===== src/rtl/i2c_addr_decode_ctrl.sv =====
// I2C slave address-phase controller: synchronises SCL/SDA, detects START/STOP,
// shifts in the 7-bit address plus R/W, ACKs a matching address and flags the data phase.
module i2c_addr_decode_ctrl #(
    parameter logic [6:0] SLAVE_ADDR  = 7'h42,
    parameter int         SYNC_STAGES = 2
) (
    input  logic       FPGA_clk,
    input  logic       rst_n,
    input  logic       en,
    input  logic       scl_in,
    input  logic       sda_in,
    output logic       sda_oe,
    output logic       start_det,
    output logic       stop_det,
    output logic       busy,
    output logic       addr_match,
    output logic       rw,
    output logic [2:0] bit_cnt
);

    typedef enum logic [2:0] {IDLE = 3'd0, ADDR, ACK, XFER, IGNORE} state_t;

    logic [SYNC_STAGES-1:0] scl_sync_q, sda_sync_q;
    logic                   scl_s, sda_s;
    logic                   scl_p_q, sda_p_q;
    logic                   rise_q, fall_q, start_q, stop_q, sda_e_q;

    state_t     state_q, state_d;
    logic       sda_oe_q, sda_oe_d;
    logic       start_det_q, start_det_d;
    logic       stop_det_q, stop_det_d;
    logic       busy_q, busy_d;
    logic       addr_match_q, addr_match_d;
    logic       rw_q, rw_d;
    logic [2:0] cnt_q, cnt_d;
    logic [7:0] shift_q, shift_d;
    logic       full_q, full_d;

    assign scl_s = scl_sync_q[SYNC_STAGES-1];
    assign sda_s = sda_sync_q[SYNC_STAGES-1];

    // Synchronisers and edge history reset to 1 (idle bus) so reset release is edge-free.
    // Bus events are registered once more so every event sees a consistent SDA sample.
    always_ff @(posedge FPGA_clk) begin
        if (!rst_n) begin
            scl_sync_q <= '1;
            sda_sync_q <= '1;
            scl_p_q    <= 1'b1;
            sda_p_q    <= 1'b1;
            rise_q     <= 1'b0;
            fall_q     <= 1'b0;
            start_q    <= 1'b0;
            stop_q     <= 1'b0;
            sda_e_q    <= 1'b1;
        end else begin
            scl_sync_q <= {scl_sync_q[SYNC_STAGES-2:0], scl_in};
            sda_sync_q <= {sda_sync_q[SYNC_STAGES-2:0], sda_in};
            scl_p_q    <= scl_s;
            sda_p_q    <= sda_s;
            rise_q     <= scl_s & ~scl_p_q;
            fall_q     <= ~scl_s & scl_p_q;
            start_q    <= sda_p_q & ~sda_s & scl_s;
            stop_q     <= ~sda_p_q & sda_s & scl_s;
            sda_e_q    <= sda_s;
        end
    end

    always_ff @(posedge FPGA_clk) begin
        if (!rst_n) begin
            state_q      <= IDLE;
            sda_oe_q     <= 1'b0;
            start_det_q  <= 1'b0;
            stop_det_q   <= 1'b0;
            busy_q       <= 1'b0;
            addr_match_q <= 1'b0;
            rw_q         <= 1'b0;
            cnt_q        <= 3'd0;
            shift_q      <= 8'd0;
            full_q       <= 1'b0;
        end else begin
            state_q      <= state_d;
            sda_oe_q     <= sda_oe_d;
            start_det_q  <= start_det_d;
            stop_det_q   <= stop_det_d;
            busy_q       <= busy_d;
            addr_match_q <= addr_match_d;
            rw_q         <= rw_d;
            cnt_q        <= cnt_d;
            shift_q      <= shift_d;
            full_q       <= full_d;
        end
    end

    always_comb begin
        state_d      = state_q;
        sda_oe_d     = sda_oe_q;
        start_det_d  = 1'b0;
        stop_det_d   = 1'b0;
        busy_d       = busy_q;
        addr_match_d = addr_match_q;
        rw_d         = rw_q;
        cnt_d        = cnt_q;
        shift_d      = shift_q;
        full_d       = full_q;

        if (!en) begin
            state_d      = IDLE;
            sda_oe_d     = 1'b0;
            busy_d       = 1'b0;
            addr_match_d = 1'b0;
            cnt_d        = 3'd0;
            full_d       = 1'b0;
        end else if (stop_q) begin
            state_d      = IDLE;
            stop_det_d   = 1'b1;
            sda_oe_d     = 1'b0;
            busy_d       = 1'b0;
            addr_match_d = 1'b0;
            cnt_d        = 3'd0;
            full_d       = 1'b0;
        end else if (start_q) begin
            state_d      = ADDR;
            start_det_d  = 1'b1;
            sda_oe_d     = 1'b0;
            busy_d       = 1'b1;
            addr_match_d = 1'b0;
            cnt_d        = 3'd0;
            shift_d      = 8'd0;
            full_d       = 1'b0;
        end else begin
            case (state_q)
                ADDR: begin
                    if (rise_q) begin
                        shift_d = {shift_q[6:0], sda_e_q};
                        cnt_d   = cnt_q + 3'd1;
                        if (cnt_q == 3'd7) full_d = 1'b1;
                    end else if (fall_q && full_q) begin
                        // Falling edge after the R/W bit opens the ACK slot
                        full_d = 1'b0;
                        if (shift_q[7:1] == SLAVE_ADDR) begin
                            state_d  = ACK;
                            sda_oe_d = 1'b1;
                            rw_d     = shift_q[0];
                        end else begin
                            state_d = IGNORE;
                        end
                    end
                end
                ACK: begin
                    if (fall_q) begin
                        sda_oe_d     = 1'b0;
                        addr_match_d = 1'b1;
                        state_d      = XFER;
                    end
                end
                default: ;
            endcase
        end
    end

    assign sda_oe     = sda_oe_q;
    assign start_det  = start_det_q;
    assign stop_det   = stop_det_q;
    assign busy       = busy_q;
    assign addr_match = addr_match_q;
    assign rw         = rw_q;
    assign bit_cnt    = cnt_q;

endmodule


===== config.mk =====
export PLATFORM = sky130hd
export DESIGN_NAME = i2c_addr_decode_ctrl
export DESIGN_NICKNAME = d
export VERILOG_FILES = /design/src/rtl/i2c_addr_decode_ctrl.sv
export SDC_FILE = /design/constraint.sdc
export NUM_CORES = 1
export LEC_CHECK = 0
export ABC_AREA = 1
export CAP_MARGIN = 25
export CORE_UTILIZATION = 40
export CTS_CLUSTER_DIAMETER = 40
export DETAILED_ROUTE_END_ITERATION = 16
export PLACE_DENSITY = 0.72
export SLEW_MARGIN = 20
export SYNTH_ARGS = -nofsm -noshare
export SYNTH_HDL_FRONTEND = slang
export SYNTH_SLANG_ARGS = --single-unit

===== constraint.sdc =====
create_clock -name FPGA_clk -period 1.2 [get_ports FPGA_clk]
set_input_delay 0.18 -clock FPGA_clk [delete_from_list [all_inputs] [get_ports FPGA_clk]]
set_output_delay 0.18 -clock FPGA_clk [all_outputs]
set_load 0.005 [all_outputs]

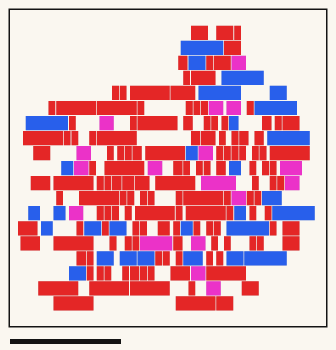
run_1/drive_strength.png
Bar = 20 µm.
drive 3 to 4: marked magenta, cells 17, most used buf_4. drive 2: marked blue, cells 29. drive 1 or less: marked red, cells 144, most used nand2_1.

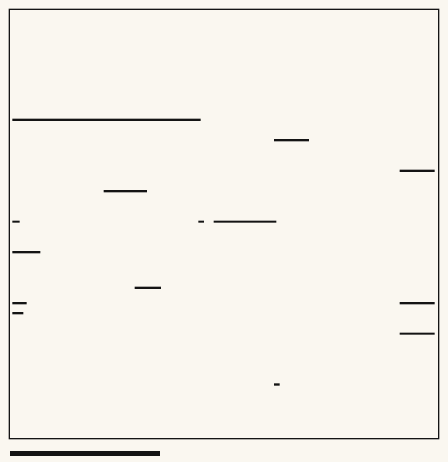
run_1/met3.png
Bar = 20 µm.
The wires run mostly horizontal. The layer carries 66.5 µm of wire. The longest straight run is 24.8 µm. 10 nets have wire on it.

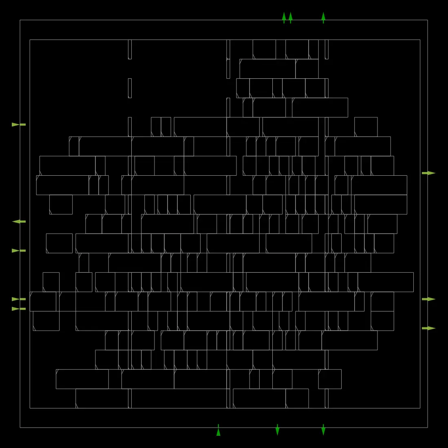
run_1/final_placement.png
final standard cell utilization of the core: 0.549
standard cell core area: 0.00283 mm²
count of flip-flops and latches: 31

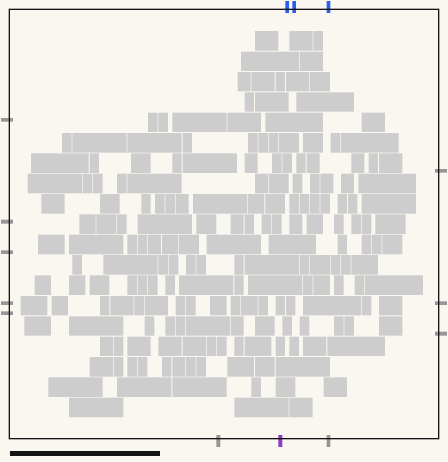
run_1/pins.png
Bar = 20 µm. Pins as bars across the die edge, other pins in gray.
`bit_cnt`: marked blue, pins 3, direction output, edge top. `stop_det`: marked purple, pins 1, direction output, edge bottom.
All pins by edge: 5 left, 3 right, 3 top, 3 bottom.

==> notes.md, run 1 <==
Latest figures from synthesis and place and route.

Note, the detailed placer reported a final HPWL of 1700 µm. The clock network power share is 0.331. The count of distinct cell types in the synthesized netlist is 19.

The number of global-route vias before repair was 943. The maximum level of the CTS H-tree is 2. The area fraction in full adders, half adders and majority gates is 0.0206. Walking the critical path from launch to capture passes 5 cell instances. The combinational cell power is 86.3 µW.

Summed over all instances, the cell type with the most area after synthesis is sky130_fd_sc_hd__dfxtp_1. The first-pass GRT wire length is 3800 µm. The portion of the layout cell area used by clock cells is 0.0322.

The launch point of the critical path was reported as state_q[1]$_SDFFE_PP0P_. Ranked by instance count, the synthesized netlist is headed by 45 x sky130_fd_sc_hd__nand2_1, 31 x sky130_fd_sc_hd__dfxtp_1, 25 x sky130_fd_sc_hd__inv_1. After synthesis, the cell types taking the most area are sky130_fd_sc_hd__dfxtp_1 51%, sky130_fd_sc_hd__nand2_1 14%, sky130_fd_sc_hd__inv_1 7.7%, sky130_fd_sc_hd__nor2_1 6.5%, sky130_fd_sc_hd__a21oi_1 5.8%. The final number of hold-violating endpoints is 0. The hold path endpoint is rise_q$_SDFF_PN0_.

In this run the layout overhead on the synthesized area is reported as 27.6%. Of all power groups, the one with the highest power is registers. The total of fill cells in the finished design is 255.

The minimum clock period is 1.18 ns. The slew of the pin with the lowest slew margin is 0.304 ns. The combinational fraction of design power is 0.051.

The flow ran to the end, and the final reports show no timing, DRC or antenna violations. The simple-gate share of the synthesized area is 0.306. The number of buffers inserted to repair setup after CTS is 2. The share of the synthesized area in the top cell type is 0.510. The final timing report counts setup violations totalling 0. The minimum setup slack after placement is -0.246 ns. The dominant register cell in the synthesized netlist is sky130_fd_sc_hd__dfxtp_1. The root buffer cell chosen for the clock tree is sky130_fd_sc_hd__clkbuf_4.

The starting density of the core is 0.430. On the final layout, the worst clock skew is 0.00951 ns. The placement row count is 19. The met2 global-route usage is 0.255. Data on the critical path is required at its endpoint by 1.47 ns. The share of async-settable or async-resettable flops after synthesis is 0. The highest routed metal layer is met4.

In this run, the synthesized area fraction spent on xor and xnor cells is recorded as 0.00719.
-- run 1: placed cells by master, fill, tap and decap left out, drive strengths merged --
master         Yosys  final
nor2              22     22
buf                0      9
o21ai              3      3
o31ai              1      1
xor2               1      1
clkbuf             1      7
ha                 2      2
a21oi             14     14
or2                4      4
nand3              6      6
clkdlybuf4s50      0      4
nand4              2      2
inv               25     25
dlygate4sd2        0      9
clkinv             0      1
dfxtp             31     31
nand2             45     45
nand3b             1      1
nor3               3      3
-- run 1: per-stage QoR --
| stage | TNS, ns | cells |
|---|---|---|
| 2_1_floorplan | 0 | 161 |
| 3_3_place_gp | -2.96 | 211 |
| 3_5_place_dp | -3.30 | 211 |
| 4_1_cts | 0 | 221 |
| 5_1_grt | -0.474 | 221 |
| 6_report | 0 | 221 |
==> run 1 -> run 2 <==
--- a/config.mk
+++ b/config.mk
@@ -10,6 +10,7 @@
 export CORE_UTILIZATION = 40
 export CTS_CLUSTER_DIAMETER = 40
 export DETAILED_ROUTE_END_ITERATION = 16
+export HOLD_SLACK_MARGIN = 0.06
 export PLACE_DENSITY = 0.72
 export SLEW_MARGIN = 20
 export SYNTH_ARGS = -nofsm -noshare
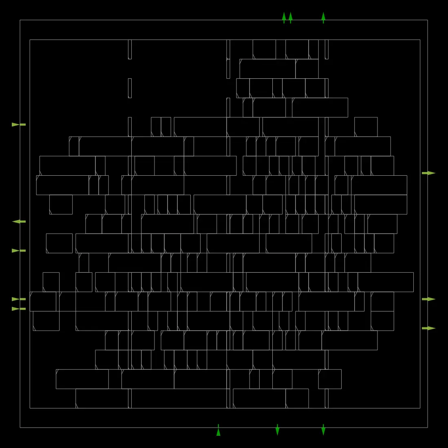
run_2/final_placement.png
number of filler instances in the final layout: 255
Non-Filler Instances: 221
tap cell count: 31
std cell rows: 19
sequential share of cell area: 0.407

==> run 2 against run 1 <==
Compared with the run above:
- global-route usage is the same
- design area is the same
- via count is the same
- first-iteration DRC count is the same
- hold slack is the same
- sequential share of layout area is the same
- clock skew is the same
- combinational power is essentially flat
- area after synthesis is the same
==> notes.md, run 2 <==
Latest figures from synthesis and place and route.

The power report attributes to the clock group a share of 0.331. In the floorplan report the effective utilization is 0.430. The setup skew after layout is 0.00951 ns.

Per report_power, the top consumer among the power groups is registers. Summed over all instances, the cell type with the most area after synthesis is sky130_fd_sc_hd__dfxtp_1. The xor/xnor cell area share of the yosys netlist is 0.00719. Per the synthesis report, the adder-cell share of the synthesized area is 0.0206. The total of endpoints with negative setup slack in the final report is 0. The minimum clock period is 1.18 ns. Looking at the max-slew report, the worst-margin pin has a slew of 0.304 ns. The detailed placer reported the number of placed instances as 211. The highest routed metal layer is met4. The run finished with clean final reports. The met2 global-route usage is 0.255. The buffer type at the clock tree root is sky130_fd_sc_hd__clkbuf_4. The core region is 0.00283 mm². The final number of hold-violating endpoints is 0. The number of global-route vias before repair was 943.

Ranked by total cell area, the synthesized netlist is headed by sky130_fd_sc_hd__dfxtp_1 51%, sky130_fd_sc_hd__nand2_1 14%, sky130_fd_sc_hd__inv_1 7.7%, sky130_fd_sc_hd__nor2_1 6.5%, sky130_fd_sc_hd__a21oi_1 5.8%. The minimum setup slack after placement is -0.246 ns. The dominant register cell in the synthesized netlist is sky130_fd_sc_hd__dfxtp_1.

The share of async-settable or async-resettable flops after synthesis is 0. The data required time of the critical path is 1.47 ns. The clock H-tree reported by CTS has 2 levels. The end-of-flow core utilization is 0.549. In the Yosys stats the netlist draws on 19 distinct library cells.

By count the netlist is led by 45 x sky130_fd_sc_hd__nand2_1, 31 x sky130_fd_sc_hd__dfxtp_1, 25 x sky130_fd_sc_hd__inv_1. The simple-gate share of the synthesized area is 0.306. The portion of the layout cell area used by clock cells is 0.0322. There are 31 flip-flops and latches.

The most common cell after layout, fill and taps aside is sky130_fd_sc_hd__nand2_1. The combinational fraction of design power is 0.051. The final layout reports a setup TNS of 0 ns.

In this run the layout overhead on the synthesized area is reported as 27.6%. The first global-routing pass estimated 3800 µm of wire. The combinational cell power is 86.3 µW.
-- run 2: cell counts in the layout (fill, tap and decap cells not counted) --
Identical to the previous run, type by type.
-- run 2: worst max path at each step --
stage / from / end / slack (ns) / cells past startpoint
floorplan: state_q[1]$_SDFFE_PP0P_ / shift_q[0]$_SDFFE_PN0P_ / 0.11 / 6
global placement: en / rw$_SDFFE_PN0P_ / -0.24 / 7
detailed placement: en / shift_q[7]$_SDFFE_PN0P_ / -0.25 / 5
CTS: state_q[1]$_SDFFE_PP0P_ / state_q[1]$_SDFFE_PP0P_ / 0.005 / 7
global route: state_q[1]$_SDFFE_PP0P_ / shift_q[3]$_SDFFE_PN0P_ / -0.07 / 5
finish: state_q[1]$_SDFFE_PP0P_ / shift_q[0]$_SDFFE_PN0P_ / 0.02 / 5
run_2/drive_strength.png
Bar = 20 µm.
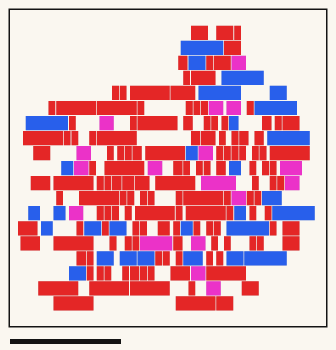

==> run 2 -> run 3 <==
--- a/config.mk
+++ b/config.mk
@@ -7,11 +7,11 @@
 export LEC_CHECK = 0
 export ABC_AREA = 1
 export CAP_MARGIN = 25
-export CORE_UTILIZATION = 40
+export CORE_UTILIZATION = 24
 export CTS_CLUSTER_DIAMETER = 40
 export DETAILED_ROUTE_END_ITERATION = 16
 export HOLD_SLACK_MARGIN = 0.06
-export PLACE_DENSITY = 0.72
+export PLACE_DENSITY = 0.52
 export SLEW_MARGIN = 20
 export SYNTH_ARGS = -nofsm -noshare
 export SYNTH_HDL_FRONTEND = slang
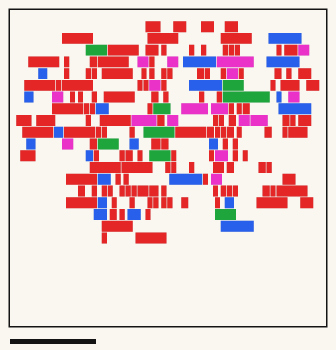
run_3/drive_strength.png
Bar = 20 µm.
drive 3 to 4: marked magenta, cells 17, most used buf_4. drive 1 or less: marked red, cells 148, most used nand2_1. drive 6 and up: marked green, cells 8, most used clkbuf_8. drive 2: marked blue, cells 21, most used dfxtp_2.

==> run 3 against run 2 <==
Compared with the run above:
- die area rose by 64%
- global-route usage fell by 5.0 points
- routed wire length rose by 2.2%
- sequential cell count did not move
- clock power rose by 81%
- worst setup slack improved by 0.0013 ns
- hold slack got worse by 0.19 ns
- non-clock buffer count rose by 4
- area after synthesis did not move
- design area rose by 8.8%
- register-to-register slack barely moved
- cell count rose by 18%
- critical path type unchanged
- largest cell class unchanged
- largest power group unchanged
- highest routed layer unchanged
==> notes.md, run 3 <==
Latest figures from synthesis and place and route.

The flow ran to the end, and the final reports show no timing, DRC or antenna violations. All stages included, the depth of the critical timing path comes to 7. The area fraction in full adders, half adders and majority gates is 0.0206. In this run the VDD rail shows a maximum IR drop of 0.000583 V.

Synthesis instantiated 19 different standard cells from the library. The number of nets with antenna violations after detailed routing is 0. The starting density of the core is 0.253. The layout overhead on the synthesized area is 38.8%. The first global-routing pass estimated 4010 µm of wire. By area the synthesized netlist is led by sky130_fd_sc_hd__dfxtp_1 51%, sky130_fd_sc_hd__nand2_1 14%, sky130_fd_sc_hd__inv_1 7.7%, sky130_fd_sc_hd__nor2_1 6.5%, sky130_fd_sc_hd__a21oi_1 5.8%. The final layout contains 200 nets.

Per the post-place timing report, worst setup slack is -0.251 ns. The xor/xnor cell area share of the yosys netlist is 0.00719. The clock arrives with 0.00308 ns of skew. After clock tree synthesis, the setup repair step added 2 buffers. The commonest cells after synthesis are 45 x sky130_fd_sc_hd__nand2_1, 31 x sky130_fd_sc_hd__dfxtp_1, 25 x sky130_fd_sc_hd__inv_1. Per the detailed-route log, wirelength across all metal layers totals 2410 µm. The number of global-route vias before repair is 928. Endpoints failing hold in the final report were tallied at 0. The area occupied by registers is 633 µm². The end-of-flow core utilization is 0.351. The area recorded from the Yosys report for this design is 0.00122 mm².

The HPWL after detailed placement is 1710 µm. Clock tree synthesis selected as its root buffer the cell sky130_fd_sc_hd__clkbuf_8. The critical path endpoint is state_q[1]$_SDFFE_PP0P_. The hold path endpoint is rw$_SDFFE_PN0P_.

The maximum level of the CTS H-tree is 2. The sum of negative setup slack is 0 ns. The cell type with the highest aggregate area in the netlist is sky130_fd_sc_hd__dfxtp_1. The number of non-filler instances in the completed layout is 261. The area of the core region is 0.00482 mm².

The number of instances on the worst hold path is 3. Static timing analysis puts the maximum clock frequency at 848 MHz. The die is 73.2 µm tall.

After detailed placement, the design holds a cell count of 250. In the synthesized netlist the async set-or-reset flop fraction comes to 0. Among logic cells in the layout, the one with the most instances is sky130_fd_sc_hd__nand2_1.

For this run, global-route usage on met2 was measured as 0.151. The total of fill cells in the finished design is 542. Tracing the worst setup path back leads to its startpoint at state_q[1]$_SDFFE_PP0P_. The simple-gate share of the synthesized area is 0.306.

The fraction of final layout cells with drive strength greater than 1 is 0.237. The data required time of the critical path is 1.41 ns. The last timing report of the flow puts the setup violation total at 0. Row generation in the floorplan step produced 25 rows. The longest clock path from root to sink contains 2 buffers.
-- run 3: report_power, final --
part           internal [mW]  switching (mW)
sequential              1.04         0.00911
combinational         0.0415          0.0443
clock                  0.617           0.407
total                   1.70           0.460
-- run 3: tightest hold or removal path: stages --
cell,delay (ns)
sky130_fd_sc_hd__dlymetal6s2s_1,0.16
sky130_fd_sc_hd__nand2_1,0.09
sky130_fd_sc_hd__nor2_1,0.04
-- run 3: cell type report --
type / instances / area share
multi-input cells: 104 / 0.315
clock buffers: 5 / 0.0407
repair buffers: 26 / 0.139
clock inverters: 3 / 0.0259
inverters: 25 / 0.0555
flip-flops and latches: 31 / 0.375
well taps: 67 / 0.0496
-- run 3: layer usage --
layer,routed length (µm),vias to the layer above
li1,-,560
met1,1140,447
met2,1100,17
met3,101,8
met4,65,0
met5,0,-

==> notes/layouts.md <==
Pictures saved along the way, in no particular order.

Routed metal, one color a layer.
Bar = 20 µm.
image #1
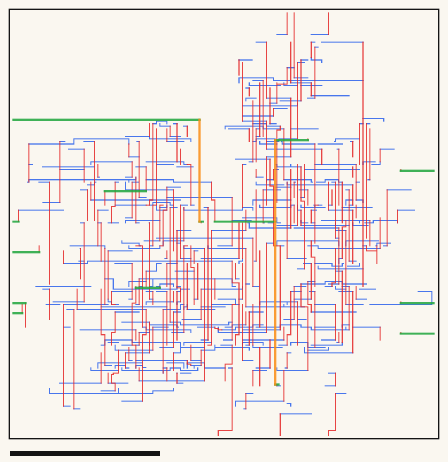
image #2
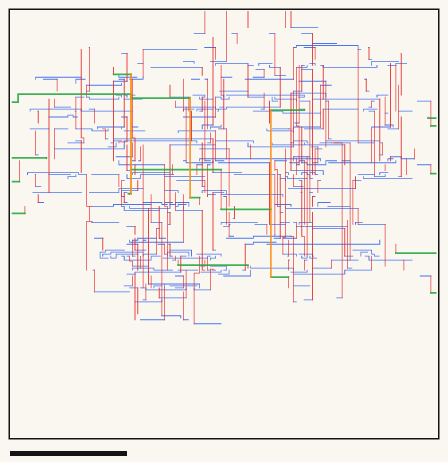
- run 3 = image #2
- run 1 = image #1
Of these, largest die: image #2

Power figures rest on the tool's default switching activity, not on a simulated workload.
